**src/rtl/cpu_pkg.sv**
```systemverilog
// Shared definitions for the multicycle core: op encodings, sequencer states
// and the default datapath width.
package cpu_pkg;

  localparam int unsigned WIDTH_DEF = 32;

  localparam logic [1:0] MUL_OP   = 2'b00;
  localparam logic [1:0] UMULL_OP = 2'b01;
  localparam logic [1:0] SMULL_OP = 2'b10;
  localparam logic [1:0] RSV_OP   = 2'b11;

  typedef enum logic [1:0] {
    IDLE = 2'b00,
    CALC = 2'b01,
    WBLO = 2'b10,
    WBHI = 2'b11
  } state_t;

endpackage

```
**src/rtl/shift_add_mul.sv**
```systemverilog
// Radix-2 shift-add multiplier engine: load latches operand magnitudes, each step
// retires one multiplier bit, and the final step applies the sign correction.
module shift_add_mul #(
  parameter int unsigned WIDTH = 32,
  parameter int unsigned CNT_W = 6
) (
  input  logic                 clk,
  input  logic                 reset,
  input  logic                 load,
  input  logic                 step,
  input  logic                 sgn,
  input  logic [WIDTH-1:0]     a,
  input  logic [WIDTH-1:0]     b,
  output logic                 last,
  output logic [WIDTH-1:0]     prod_hi,
  output logic [2*WIDTH-1:0]   fin_c
);

  localparam int unsigned PW = 2 * WIDTH;

  logic [PW:0]        acc;
  logic [PW:0]        acc_step;
  logic [WIDTH:0]     upper;
  logic [WIDTH-1:0]   mcand;
  logic [WIDTH-1:0]   a_mag;
  logic [WIDTH-1:0]   b_mag;
  logic [CNT_W-1:0]   cnt;
  logic               neg;

  // Magnitudes for signed operands; the most negative value maps to 2^(WIDTH-1).
  always_comb begin
    a_mag = (sgn && a[WIDTH-1]) ? -a : a;
    b_mag = (sgn && b[WIDTH-1]) ? -b : b;
  end

  // One iteration: conditional add into the upper half, then shift right.
  always_comb begin
    upper    = acc[PW:WIDTH] + (acc[0] ? {1'b0, mcand} : {(WIDTH+1){1'b0}});
    acc_step = {1'b0, upper, acc[WIDTH-1:1]};
    fin_c    = neg ? -acc_step[PW-1:0] : acc_step[PW-1:0];
  end

  assign prod_hi = acc[PW-1:WIDTH];

  always_ff @(posedge clk or posedge reset) begin
    if (reset) begin
      acc   <= '0;
      mcand <= '0;
      cnt   <= '0;
      neg   <= 1'b0;
      last  <= 1'b0;
    end else if (load) begin
      acc   <= {{(WIDTH+1){1'b0}}, a_mag};
      mcand <= b_mag;
      neg   <= sgn & (a[WIDTH-1] ^ b[WIDTH-1]);
      cnt   <= '0;
      last  <= 1'b0;
    end else if (step) begin
      acc   <= last ? {1'b0, fin_c} : acc_step;
      cnt   <= cnt + CNT_W'(1);
      last  <= (cnt == CNT_W'(WIDTH - 2));
    end
  end

endmodule

```
**src/rtl/mul_sequencer.sv**
```systemverilog
// Multiply sequencer: runs MUL/UMULL/SMULL on the shift-add engine and drives the
// register-file write port for one or two write-back cycles.
module mul_sequencer
  import cpu_pkg::*;
#(
  parameter int unsigned WIDTH = WIDTH_DEF,
  parameter int unsigned CNT_W = 6
) (
  input  logic             clk,
  input  logic             reset,
  input  logic             start,
  input  logic [1:0]       op,
  input  logic             setflags,
  input  logic [WIDTH-1:0] a,
  input  logic [WIDTH-1:0] b,
  input  logic [3:0]       rd_lo,
  input  logic [3:0]       rd_hi,
  input  logic             flush,
  output logic             busy,
  output logic             rf_we,
  output logic [3:0]       rf_wa,
  output logic [WIDTH-1:0] rf_wd,
  output logic             done,
  output logic             flag_we,
  output logic             flag_n,
  output logic             flag_z
);

  localparam int unsigned PW = 2 * WIDTH;

  state_t           state;
  logic [1:0]       op_q;
  logic             sf_q;
  logic [3:0]       lo_q;
  logic [3:0]       hi_q;
  logic             pend_n;
  logic             pend_z;
  logic             load_c;
  logic             step_c;
  logic             last;
  logic [WIDTH-1:0] prod_hi;
  logic [PW-1:0]    fin_c;

  assign load_c = (state == IDLE) && start && (op != RSV_OP);
  assign step_c = (state == CALC) && !flush;

  shift_add_mul #(
    .WIDTH (WIDTH),
    .CNT_W (CNT_W)
  ) u_engine (
    .clk     (clk),
    .reset   (reset),
    .load    (load_c),
    .step    (step_c),
    .sgn     (op == SMULL_OP),
    .a       (a),
    .b       (b),
    .last    (last),
    .prod_hi (prod_hi),
    .fin_c   (fin_c)
  );

  // Sequencer; every output is registered so start never reaches rf_we combinationally.
  always_ff @(posedge clk or posedge reset) begin
    if (reset) begin
      state   <= IDLE;
      op_q    <= MUL_OP;
      sf_q    <= 1'b0;
      lo_q    <= '0;
      hi_q    <= '0;
      pend_n  <= 1'b0;
      pend_z  <= 1'b0;
      busy    <= 1'b0;
      rf_we   <= 1'b0;
      rf_wa   <= '0;
      rf_wd   <= '0;
      done    <= 1'b0;
      flag_we <= 1'b0;
      flag_n  <= 1'b0;
      flag_z  <= 1'b0;
    end else begin
      rf_we   <= 1'b0;
      done    <= 1'b0;
      flag_we <= 1'b0;
      case (state)
        IDLE: begin
          if (load_c) begin
            op_q  <= op;
            sf_q  <= setflags;
            lo_q  <= rd_lo;
            hi_q  <= rd_hi;
            busy  <= 1'b1;
            state <= CALC;
          end
        end
        CALC: begin
          if (flush) begin
            busy  <= 1'b0;
            state <= IDLE;
          end else if (last) begin
            rf_we  <= 1'b1;
            rf_wa  <= lo_q;
            rf_wd  <= fin_c[WIDTH-1:0];
            pend_n <= fin_c[PW-1];
            pend_z <= (fin_c == '0);
            if (op_q == MUL_OP) begin
              done    <= 1'b1;
              flag_we <= sf_q;
              flag_n  <= fin_c[WIDTH-1];
              flag_z  <= (fin_c[WIDTH-1:0] == '0);
            end
            state <= WBLO;
          end
        end
        WBLO: begin
          if (flush || (op_q == MUL_OP)) begin
            busy  <= 1'b0;
            state <= IDLE;
          end else begin
            rf_we   <= 1'b1;
            rf_wa   <= hi_q;
            rf_wd   <= prod_hi;
            done    <= 1'b1;
            flag_we <= sf_q;
            flag_n  <= pend_n;
            flag_z  <= pend_z;
            state   <= WBHI;
          end
        end
        WBHI: begin
          busy  <= 1'b0;
          state <= IDLE;
        end
        default: begin
          busy  <= 1'b0;
          state <= IDLE;
        end
      endcase
    end
  end

endmodule

```
**config.mk**
```make
export PLATFORM = sky130hd
export DESIGN_NAME = mul_sequencer
export DESIGN_NICKNAME = d
export VERILOG_FILES = /design/src/rtl/cpu_pkg.sv /design/src/rtl/shift_add_mul.sv /design/src/rtl/mul_sequencer.sv
export SDC_FILE = /design/constraint.sdc
export NUM_CORES = 1
export LEC_CHECK = 0
export CAP_MARGIN = 20
export CELL_PAD_IN_SITES_DETAIL_PLACEMENT = 1
export CELL_PAD_IN_SITES_GLOBAL_PLACEMENT = 1
export CORE_MARGIN = 4
export CORE_UTILIZATION = 30
export CTS_CLUSTER_SIZE = 10
export DETAILED_ROUTE_END_ITERATION = 6
export GPL_ROUTABILITY_DRIVEN = 0
export PLACE_DENSITY = 0.66
export SKIP_CTS_REPAIR_TIMING = 1
export SLEW_MARGIN = 20
export SYNTH_ARGS = -nofsm -noshare
export SYNTH_HDL_FRONTEND = slang
export SYNTH_SLANG_ARGS = --single-unit
```
**constraint.sdc**
```tcl
create_clock -name clk -period 6.2 [get_ports clk]
set_clock_uncertainty 0.1 [all_clocks]
set_input_delay 1.55 -clock clk [delete_from_list [all_inputs] [get_ports clk]]
set_output_delay 1.55 -clock clk [all_outputs]
set_load 0.01 [all_outputs]
```
Fig. 1: cell outlines without signal wires
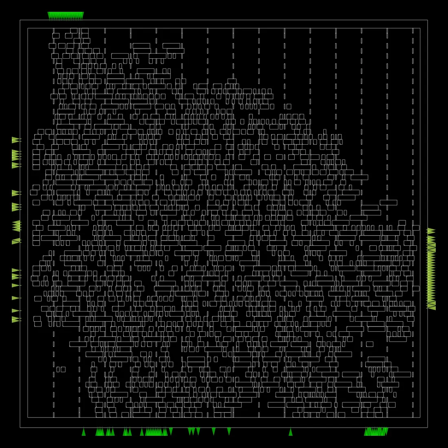
Seq/total area: 0.258
Fillers: 5284
tap cell count: 592
Flop Count: 161
CORE AREA: 0.0442 mm²

Fig. 2: I/O nets highlighted
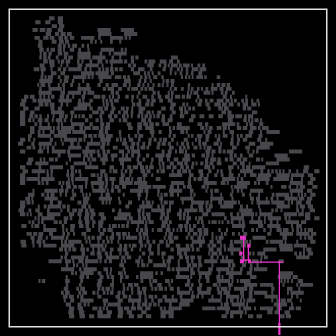
magenta -> flush  # bits 1, direction input, end cells 5, buffers 1, wire 106 µm
IO Port Bufs: 120
top-level I/O count: 121

Fig. 3: gate families picked out
Scale bar: 50 µm.
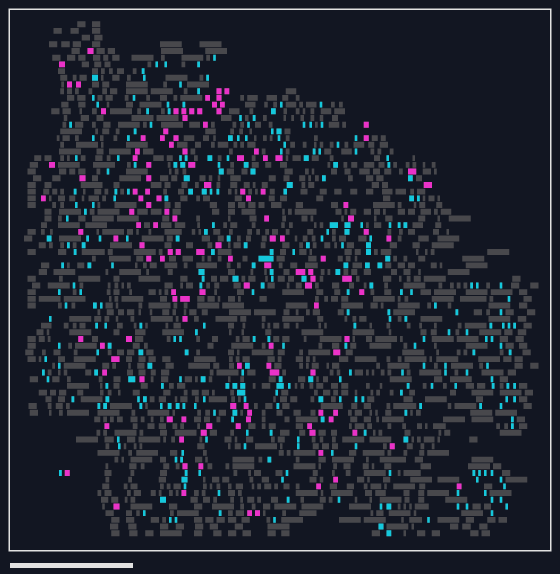
magenta -> AND and OR gates  # cells 128, most used and2_1
cyan -> NAND gates  # cells 304, most used nand2_1, where spread over the die
fin cells: 2363
most frequent logic cell in the layout: nand2_1
combinational share of cell area: 0.562

Fig. 4: signal wires on met3
Scale bar: 50 µm.
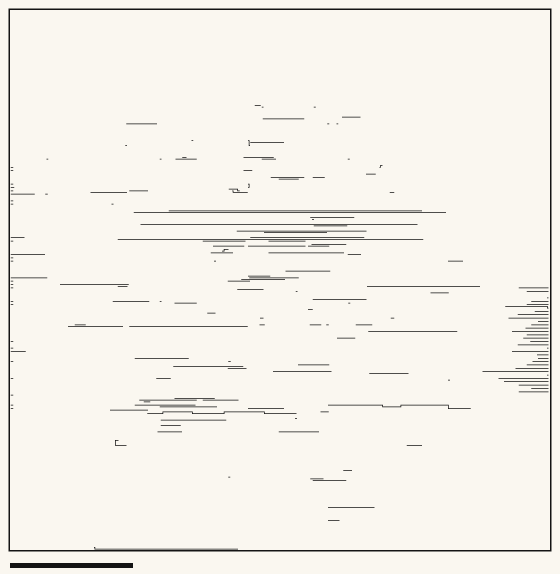
wire length on this layer = 2190 µm
nets with wire on the layer = 141
main direction = horizontal
overall via count from detail_route: 13009
fraction of met3 tracks used by global routing: 0.0320
routed wire length: 48500 µm

Fig. 5: local utilization
22 x 22 tiles, from black (low) to pale yellow (high), 0 to 100% covered.
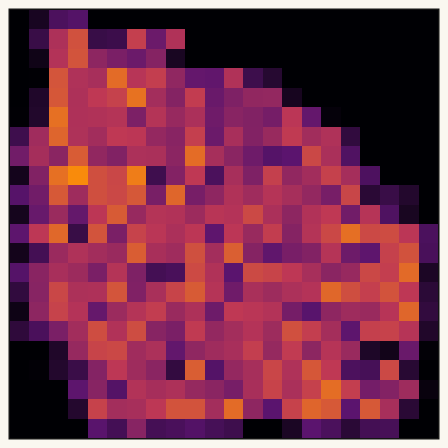
nearly empty tiles = 22%
fullest tile = 75%
mean over tiles = 31%
starting density of the core: 0.303
Finished Core Util: 0.353

==> impl_metrics.csv <==
group,metric,value,unit
status,result_of_the_run,"finished, final reports clean",
global_routing,global_route.usage.met2,0.317,
setup_path,r2r_start,"u_engine.acc[0]",
setup_path,worstPathArrival,5.88,ns
placement,setup_slack_after_placement,0.650,ns
die,fp-row-count,77,
job,max_cap_viols,0,
logic_synthesis,floorplan.nets,1845,
global_routing,use_met1,0.284,
worst_hold_path,worst_hold_startpoint,"u_engine.mcand[4]",
timing,rsz0062_at_grt,"false",
final_layout,finish.instance_area,0.0156,mm²
logic_synthesis,post_synth_and_or_nand_nor_area_fraction,0.253,
timing,max_freq,0.178,GHz
setup_path,cpMostUsedCell,"o31ai_1",
timing,whs,0.376,ns
setup_path,endpoint_of_the_most_critical_register_to_register_path,"pend_z",
logic_synthesis,synth-async-reset-ratio,1.00,
die,fp.dieW,219,µm
global_routing,grt_overflow_total,0,
setup_path,cp-end-kind,"flop",
pwr,power_attributed_to_combinational_cells,5080,µW
final_layout,num-nets-final,1878,
global_routing,groute.usage.overall,0.202,
final_layout,final-seq-area,0.00403,mm²
timing,final_period_minus_worst_setup_slack,5.61,ns
setup_path,critical_path.startpoint_type,"flop",
timing,worst_slew_margin_rel,0.250,
timing,finalWorstSetupSlack,0.591,ns
pwr,netSwitchingPower,4330,µW
logic_synthesis,postSynthSeqShare,0.301,
setup_path,cp_num_cells,15,
clock_network,insertion_delay_to_the_later_sink_of_the_worst_skew_pair,0.47,ns
final_layout,synthToLayoutAreaGrowth,16.5,%
logic_synthesis,adder_and_majority_gate_portion_of_the_synthesized_area,0.0389,
route,route.top_layer_used,"met4",
final_layout,max_flop_register,"u_engine.acc",
setup_path,timing.setup.critical_path_class,"flop to flop",
setup_path,cp_cell_sequence,"and2_1 > ha_1 > fa_1 > a211o_1 > a41o_1 > a211oi_1 > a21oi_1 > xnor2_1 > o211ai_1 > or4_1 > or2_1 > nand2b_1 > o31ai_1 > a32oi_1 > o31ai_1",
route,first_pass_iters,5,
route,final_antenna_net_count,0,
final_layout,clkbuf_count,17,
clock_network,clock_tree.htree_level_count,4,
clock_network,clock_sinks,161,
pwr,seq_power_share,0.260,
worst_hold_path,holdPathStages,2,
placement,detailedPlacementHpwl,37400,µm
final_layout,fraction_of_layout_instances_using_a_drive_strength_above_1,0.0587,
worst_hold_path,worst_hold_path.endpoint,"u_engine.mcand[4]",
logic_synthesis,syn_area,0.0134,mm²
clock_network,cts_buffers,17,
route,met3WireLength,2190,µm
pwr,power_frac_clock,0.133,
route,detail_route.drc_violations,0,
pwr,leakage,0.00593,µW
route,routedWlPerCell,20.5,µm
pwr,combinational_share_of_power,0.607,
No activity file was given, so power comes from the tool's default toggle rates.
